`src/rtl/jtag_tap_controller_pkg.sv`:
```
// jtag_tap_controller_pkg: TAP state encoding and column decode shared by the TAP slice
package jtag_tap_controller_pkg;
    typedef enum logic [3:0] {
        TLR      = 4'hF,
        RTI      = 4'hC,
        SEL_DR   = 4'h7,
        CAP_DR   = 4'h6,
        SH_DR    = 4'h2,
        EX1_DR   = 4'h1,
        PAUSE_DR = 4'h3,
        EX2_DR   = 4'h0,
        UPD_DR   = 4'h5,
        SEL_IR   = 4'h4,
        CAP_IR   = 4'hE,
        SH_IR    = 4'hA,
        EX1_IR   = 4'h9,
        PAUSE_IR = 4'hB,
        EX2_IR   = 4'h8,
        UPD_IR   = 4'hD
    } tap_state_e;

    function automatic logic is_ir_col(tap_state_e s);
        return s inside {SEL_IR, CAP_IR, SH_IR, EX1_IR, PAUSE_IR, EX2_IR, UPD_IR};
    endfunction
endpackage

```
`src/rtl/jtag_tap_controller_if.sv`:
```
// jtag_tap_controller_if: TMS in, state and IR/DR control strobes out
interface jtag_tap_controller_if #(parameter int STATE_W = 4);
    logic               TMS;
    logic [STATE_W-1:0] TapState;
    logic               ShiftIR;
    logic               ClockIR;
    logic               UpdateIR;
    logic               ShiftDR;
    logic               ClockDR;
    logic               UpdateDR;
    logic               RstIR;
    logic               Select;
    logic               Enable;
    modport master (
        output TMS,
        input  TapState, ShiftIR, ClockIR, UpdateIR, ShiftDR, ClockDR, UpdateDR, RstIR, Select, Enable
    );
    modport slave (
        input  TMS,
        output TapState, ShiftIR, ClockIR, UpdateIR, ShiftDR, ClockDR, UpdateDR, RstIR, Select, Enable
    );
endinterface

```
`src/rtl/jtag_tap_controller_clock_gate.sv`:
```
// jtag_tap_controller_clock_gate: falling-edge enable flop, optionally ANDed with the clock
module jtag_tap_controller_clock_gate #(
    parameter bit GATED = 1
) (
    input  logic clk,
    input  logic en,
    output logic gclk
);
    logic en_q;
    always_ff @(negedge clk) en_q <= en;
    assign gclk = GATED ? clk & en_q : en_q;
endmodule

```
`src/rtl/jtag_tap_controller.sv`:
```
// jtag_tap_controller: IEEE 1149.1 TAP state machine driving IR/DR control strobes
module jtag_tap_controller
    import jtag_tap_controller_pkg::*;
#(
    parameter int STATE_W      = 4,
    parameter bit GATED_CLOCKS = 1
) (
    input  logic                  TCK,
    input  logic                  Reset,
    jtag_tap_controller_if.slave  tap
);
    tap_state_e state, state_nxt;
    logic clk_en_ir, clk_en_dr;
    always_ff @(posedge TCK) state <= Reset ? TLR : state_nxt;
    always_comb begin
        state_nxt = state;
        case (state)
            TLR:                 state_nxt = tap.TMS ? TLR    : RTI;
            RTI, UPD_DR, UPD_IR: state_nxt = tap.TMS ? SEL_DR : RTI;
            SEL_DR:              state_nxt = tap.TMS ? SEL_IR : CAP_DR;
            SEL_IR:              state_nxt = tap.TMS ? TLR    : CAP_IR;
            CAP_DR, SH_DR:       state_nxt = tap.TMS ? EX1_DR : SH_DR;
            EX1_DR:              state_nxt = tap.TMS ? UPD_DR : PAUSE_DR;
            PAUSE_DR:            state_nxt = tap.TMS ? EX2_DR : PAUSE_DR;
            EX2_DR:              state_nxt = tap.TMS ? UPD_DR : SH_DR;
            CAP_IR, SH_IR:       state_nxt = tap.TMS ? EX1_IR : SH_IR;
            EX1_IR:              state_nxt = tap.TMS ? UPD_IR : PAUSE_IR;
            PAUSE_IR:            state_nxt = tap.TMS ? EX2_IR : PAUSE_IR;
            EX2_IR:              state_nxt = tap.TMS ? UPD_IR : SH_IR;
            default:             state_nxt = TLR;
        endcase
    end
    always_comb begin
        tap.TapState = STATE_W'(state);
        tap.ShiftIR  = state == SH_IR;
        tap.ShiftDR  = state == SH_DR;
        tap.Select   = is_ir_col(state);
        clk_en_ir    = state inside {CAP_IR, SH_IR};
        clk_en_dr    = state inside {CAP_DR, SH_DR};
    end
    // strobes settle while TCK is low so IR/DR chains see them stable at the next rising edge
    always_ff @(negedge TCK) begin
        tap.UpdateIR <= state == UPD_IR;
        tap.UpdateDR <= state == UPD_DR;
        tap.RstIR    <= state == TLR;
        tap.Enable   <= state inside {SH_IR, SH_DR};
    end
    jtag_tap_controller_clock_gate #(.GATED(GATED_CLOCKS)) u_gate_ir (
        .clk  (TCK),
        .en   (clk_en_ir),
        .gclk (tap.ClockIR)
    );
    jtag_tap_controller_clock_gate #(.GATED(GATED_CLOCKS)) u_gate_dr (
        .clk  (TCK),
        .en   (clk_en_dr),
        .gclk (tap.ClockDR)
    );
endmodule
```
`src/flat_wrapper.sv`:
```
// flat-port wrapper written by rule: the top's interface ports become plain ports
module jtag_tap_controller_flat import jtag_tap_controller_pkg::*;
#(
    parameter int STATE_W      = 4,
    parameter bit GATED_CLOCKS = 1
)
  (TCK, Reset, tap_TMS, tap_TapState, tap_ShiftIR, tap_ClockIR, tap_UpdateIR, tap_ShiftDR, tap_ClockDR, tap_UpdateDR, tap_RstIR, tap_Select, tap_Enable);
  jtag_tap_controller_if #(.STATE_W(STATE_W)) tap_i ();
  input  logic TCK;
  input  logic Reset;
  input wire logic [$bits(tap_i.TMS)-1:0] tap_TMS;
  output wire logic [$bits(tap_i.TapState)-1:0] tap_TapState;
  output wire logic [$bits(tap_i.ShiftIR)-1:0] tap_ShiftIR;
  output wire logic [$bits(tap_i.ClockIR)-1:0] tap_ClockIR;
  output wire logic [$bits(tap_i.UpdateIR)-1:0] tap_UpdateIR;
  output wire logic [$bits(tap_i.ShiftDR)-1:0] tap_ShiftDR;
  output wire logic [$bits(tap_i.ClockDR)-1:0] tap_ClockDR;
  output wire logic [$bits(tap_i.UpdateDR)-1:0] tap_UpdateDR;
  output wire logic [$bits(tap_i.RstIR)-1:0] tap_RstIR;
  output wire logic [$bits(tap_i.Select)-1:0] tap_Select;
  output wire logic [$bits(tap_i.Enable)-1:0] tap_Enable;
  assign tap_i.TMS = tap_TMS;
  assign tap_TapState = tap_i.TapState;
  assign tap_ShiftIR = tap_i.ShiftIR;
  assign tap_ClockIR = tap_i.ClockIR;
  assign tap_UpdateIR = tap_i.UpdateIR;
  assign tap_ShiftDR = tap_i.ShiftDR;
  assign tap_ClockDR = tap_i.ClockDR;
  assign tap_UpdateDR = tap_i.UpdateDR;
  assign tap_RstIR = tap_i.RstIR;
  assign tap_Select = tap_i.Select;
  assign tap_Enable = tap_i.Enable;
  jtag_tap_controller #(.STATE_W(STATE_W), .GATED_CLOCKS(GATED_CLOCKS)) u_core (.TCK(TCK), .Reset(Reset), .tap(tap_i));
endmodule
```
`config.mk`:
```
export PLATFORM = sky130hd
export DESIGN_NAME = jtag_tap_controller_flat
export DESIGN_NICKNAME = d
export VERILOG_FILES = /design/src/rtl/jtag_tap_controller_pkg.sv /design/src/rtl/jtag_tap_controller_if.sv /design/src/rtl/jtag_tap_controller_clock_gate.sv /design/src/rtl/jtag_tap_controller.sv /design/src/flat_wrapper.sv
export SDC_FILE = /design/constraint.sdc
export NUM_CORES = 1
export LEC_CHECK = 0
export ABC_AREA = 0
export CORE_AREA = 2 2 39 41
export CTS_BUF_LIST = sky130_fd_sc_hd__clkbuf_4 sky130_fd_sc_hd__clkbuf_8 sky130_fd_sc_hd__clkbuf_16
export DETAILED_ROUTE_END_ITERATION = 8
export DIE_AREA = 0 0 41 43
export SLEW_MARGIN = 20
export SYNTH_ARGS = -nofsm -noshare
export SYNTH_HDL_FRONTEND = slang
export SYNTH_SLANG_ARGS = --single-unit
```
`constraint.sdc`:
```
create_clock -name TCK -period 1.5 [get_ports TCK]
set_clock_uncertainty 0.15 [all_clocks]
set_input_delay 0.3 -clock TCK [delete_from_list [all_inputs] [get_ports TCK]]
set_output_delay 0.3 -clock TCK [all_outputs]
set_load 0.1 [all_outputs]
```
==> changes_impl.md <==
### Implementation results

* Outcome: finished with violations
* Failing checks: setup timing
* Drt first pass iters at 4
* CP Launch Type: flip-flop
* Metal3 WL at 69 um
* CP Class: reg -> out
* DR WL/cell at 13.4 um
* Crit path cell chain: and2_4 > buf_12
* Synth cell types at 25
* Crit. End Element: output pin
* RSZ-0062 raised after global routing: true
* Met2 WL at 783 um
* Final setup violation count at 21
* Mapped Cells at 51
* Rel. slew slack at 86.6%
* Leak at 0.543 nW
* Global-route wire length before repair at 2.42 mm
* Fin worst setup slack at -0.765 ns
* Clk_lat worst skew at 0.40 ns
* Clock slew at reported path FFs at 0.08 ns
* Critical Path RT at 1.05 ns
* Yosys Instances at 51
* Syn Nets at 54
* Detailed Place HPWL at 772 um
* Most frequent cells in the layout: buf_6 (14), buf_12 (13), clkbuf_4 (8), dfxtp_4 (8), inv_1 (7)
* Power Density at 1450 nW/um^2
* Share of layout cells above drive strength 1 at 67.4%
* Largest net degree at the start of global routing at 9
* # DRC at 0
* Worst-margin pin slew at 0.200 ns
* Slowest-stage cell, CP: dfxtp_2
* # fillers at 86
* Async SR Flop Fraction at 0%
* Chip area at 1760 um^2
* Ys flop type: dfxtp_1
* Slew Limit Fails at 0
* Tool warning count at 33
* CP delay by family, top: flip-flops
* Die height at 43 um
* Vias in the first global route at 595
==> final timing paths <==
check,from,endpoint,depth (start not counted)
worst min register to register,u_core.tap.TapState[0],u_core.tap.TapState[0],2
worst min-delay path,Reset,u_core.tap.TapState[3],2
worst max register to register,u_core.tap.TapState[0],u_core.u_gate_dr.en_q,4
worst max-delay path,u_core.u_gate_ir.en_q,tap_ClockIR,2
==> per-stage QoR <==
stage / hold WS (ns) / setup slack, ns / setup TNS (ns) / cell area [um^2]
5_1_grt: 0.403 / -0.824 / -7.64 / 1090
4_1_cts: 0.382 / -0.766 / -6.93 / 1070
6_report: 0.404 / -0.765 / -6.99 / 1090
3_5_place_dp: 0.526 / -1.21 / -3.70 / 850
3_3_place_gp: 0.520 / -1.21 / -3.61 / 850
2_1_floorplan: 0.249 / -0.548 / -5.30 / 517
==> power breakdown <==
part           internal, mW  switching (mW)  total [mW]
combinational         0.289           0.390       0.679
sequential            0.302          0.0353       0.338
clock                 0.299           0.270       0.570
==> cell type report <==
| cell class | instances | area, um^2 | area share, % |
|---|---|---|---|
| flip-flops and latches | 10 | 231 | 21.2 |
| clock buffers | 10 | 100 | 9.15 |
| multi-input cells | 34 | 267 | 24.4 |
| inverters | 2 | 10.0 | 0.915 |
| clock inverters | 6 | 22.5 | 2.06 |
| well taps | 16 | 20.0 | 1.83 |
| repair buffers | 33 | 443 | 40.5 |
==> cells in the mapped netlist, drive strengths merged, types with 2 or more instances <==
| cell | instances | area share (%) |
|---|---|---|
| buf | 4 | 7.9 |
| o21ai | 2 | 2.3 |
| dfxtp | 10 | 45 |
| nand2b | 2 | 3.4 |
| nor3 | 2 | 2.3 |
| and2 | 2 | 2.8 |
| nand3 | 2 | 2.3 |
| nor2 | 7 | 5.9 |
| inv | 3 | 2.5 |
| nand2 | 5 | 4.8 |
| a21oi | 2 | 2.3 |
==> worst reg2reg max path, cell delays in order, from the launching register on <==
cell	delay, ns
dfxtp_4	0.37
nand2b_4	0.18
buf_6	0.13
buf_6	0.10
nor2_1	0.08
==> registers in the layout (all words and copies together), names as in the netlist <==
| name | cells |
|---|---|
| u_core.tap.Enable | 1 |
| u_core.tap.RstIR | 1 |
| u_core.tap.TapState | 4 |
| u_core.tap.UpdateDR | 1 |
| u_core.tap.UpdateIR | 1 |
| u_core.u_gate_dr.en_q | 1 |
| u_core.u_gate_ir.en_q | 1 |
==> repair_timing <==
item | CTS | global route
gates resized | 37 | 9
cloned | 0 | 0
pin swaps | 7 | 2
endpoints found under the hold margin | 0 | 0
buffers inserted | 7 | 3
setup endpoints to repair | 20 | 21
==> cell families (layout without fill, tap and decap cells) <==
family                 after synthesis  after routing  share of synthesized area, %
buffers and inverters                7             51                          10.5
muxes                                1              1                          2.26
and+or+nand+nor                     26             26                          32.2
DFF                                 10             10                          45.2
AOI/OAI and AO/OA                    7              7                          9.89
==> per-layer routing <==
metal / vias up / GRT usage (%)
met4: 0 / 23.3
met5: - / 0
met2: 19 / 31.3
met1: 246 / 21.5
li1: 260 / -
met3: 4 / 15.2
Fig. 1: port wiring
Drawn at 12 px/um.
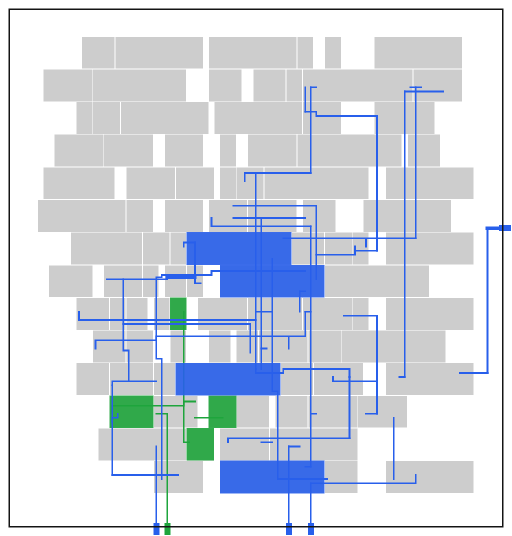
| color | port | bits | direction | edge | end cells | buffers | wire |
|---|---|---|---|---|---|---|---|
| green | Reset | 1 | input | bottom | 4 | 1 | 31.5 um |
| blue | tap_TapState | 4 | output | 3 bottom, 1 right | 4 | 11 | 405 um |
I/O pin total: 16
# port buffers: 15

Fig. 2: clock wires, drivers and flops
Drawn at 6 px/um.
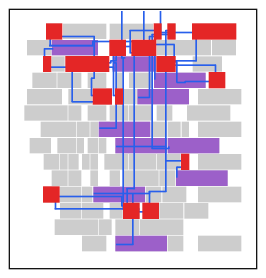
[blue] clock wires | length: 371 um
[red] cells driving clock nets | count: 17
[purple] flip-flops | count: 10
routed clock nets: 18

Fig. 3: cells colored by class
Drawn at 6 px/um.
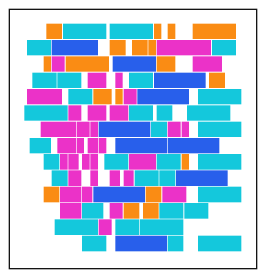
| color | class | cells | share of their area |
|---|---|---|---|
| orange | clock drivers and dummy loads | 18 | 13% |
| blue | flops | 10 | 22% |
| cyan | other buffers and delay cells | 33 | 41% |
| magenta | all other logic | 34 | 24% |
row count: 14
CORE AREA: 1380 um^2
Final Core Density: 79.0%

Fig. 4: met2 routing
Drawn at 12 px/um.
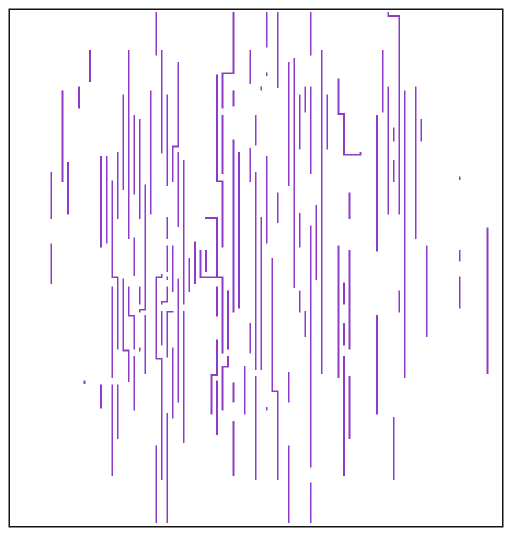
longest straight run: 26.9 um
share of all routed wire: 53%
wire length on this layer: 783 um
nets with wire on the layer: 89
main direction: vertical
met2 Usage GRT: 31.3%
final wirelength: 1.49 mm
via count: 529

Fig. 5: placed standard cells
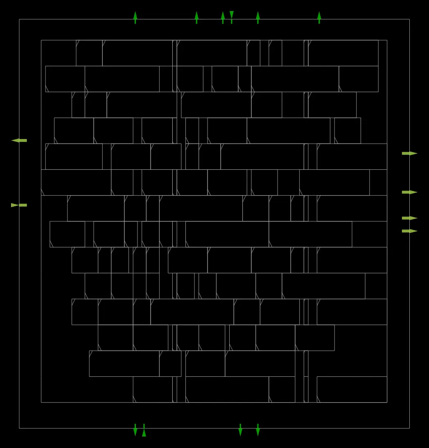
Tapcells: 16
Layout Cells excl Fill: 111

Power and IR drop assume default switching activity.
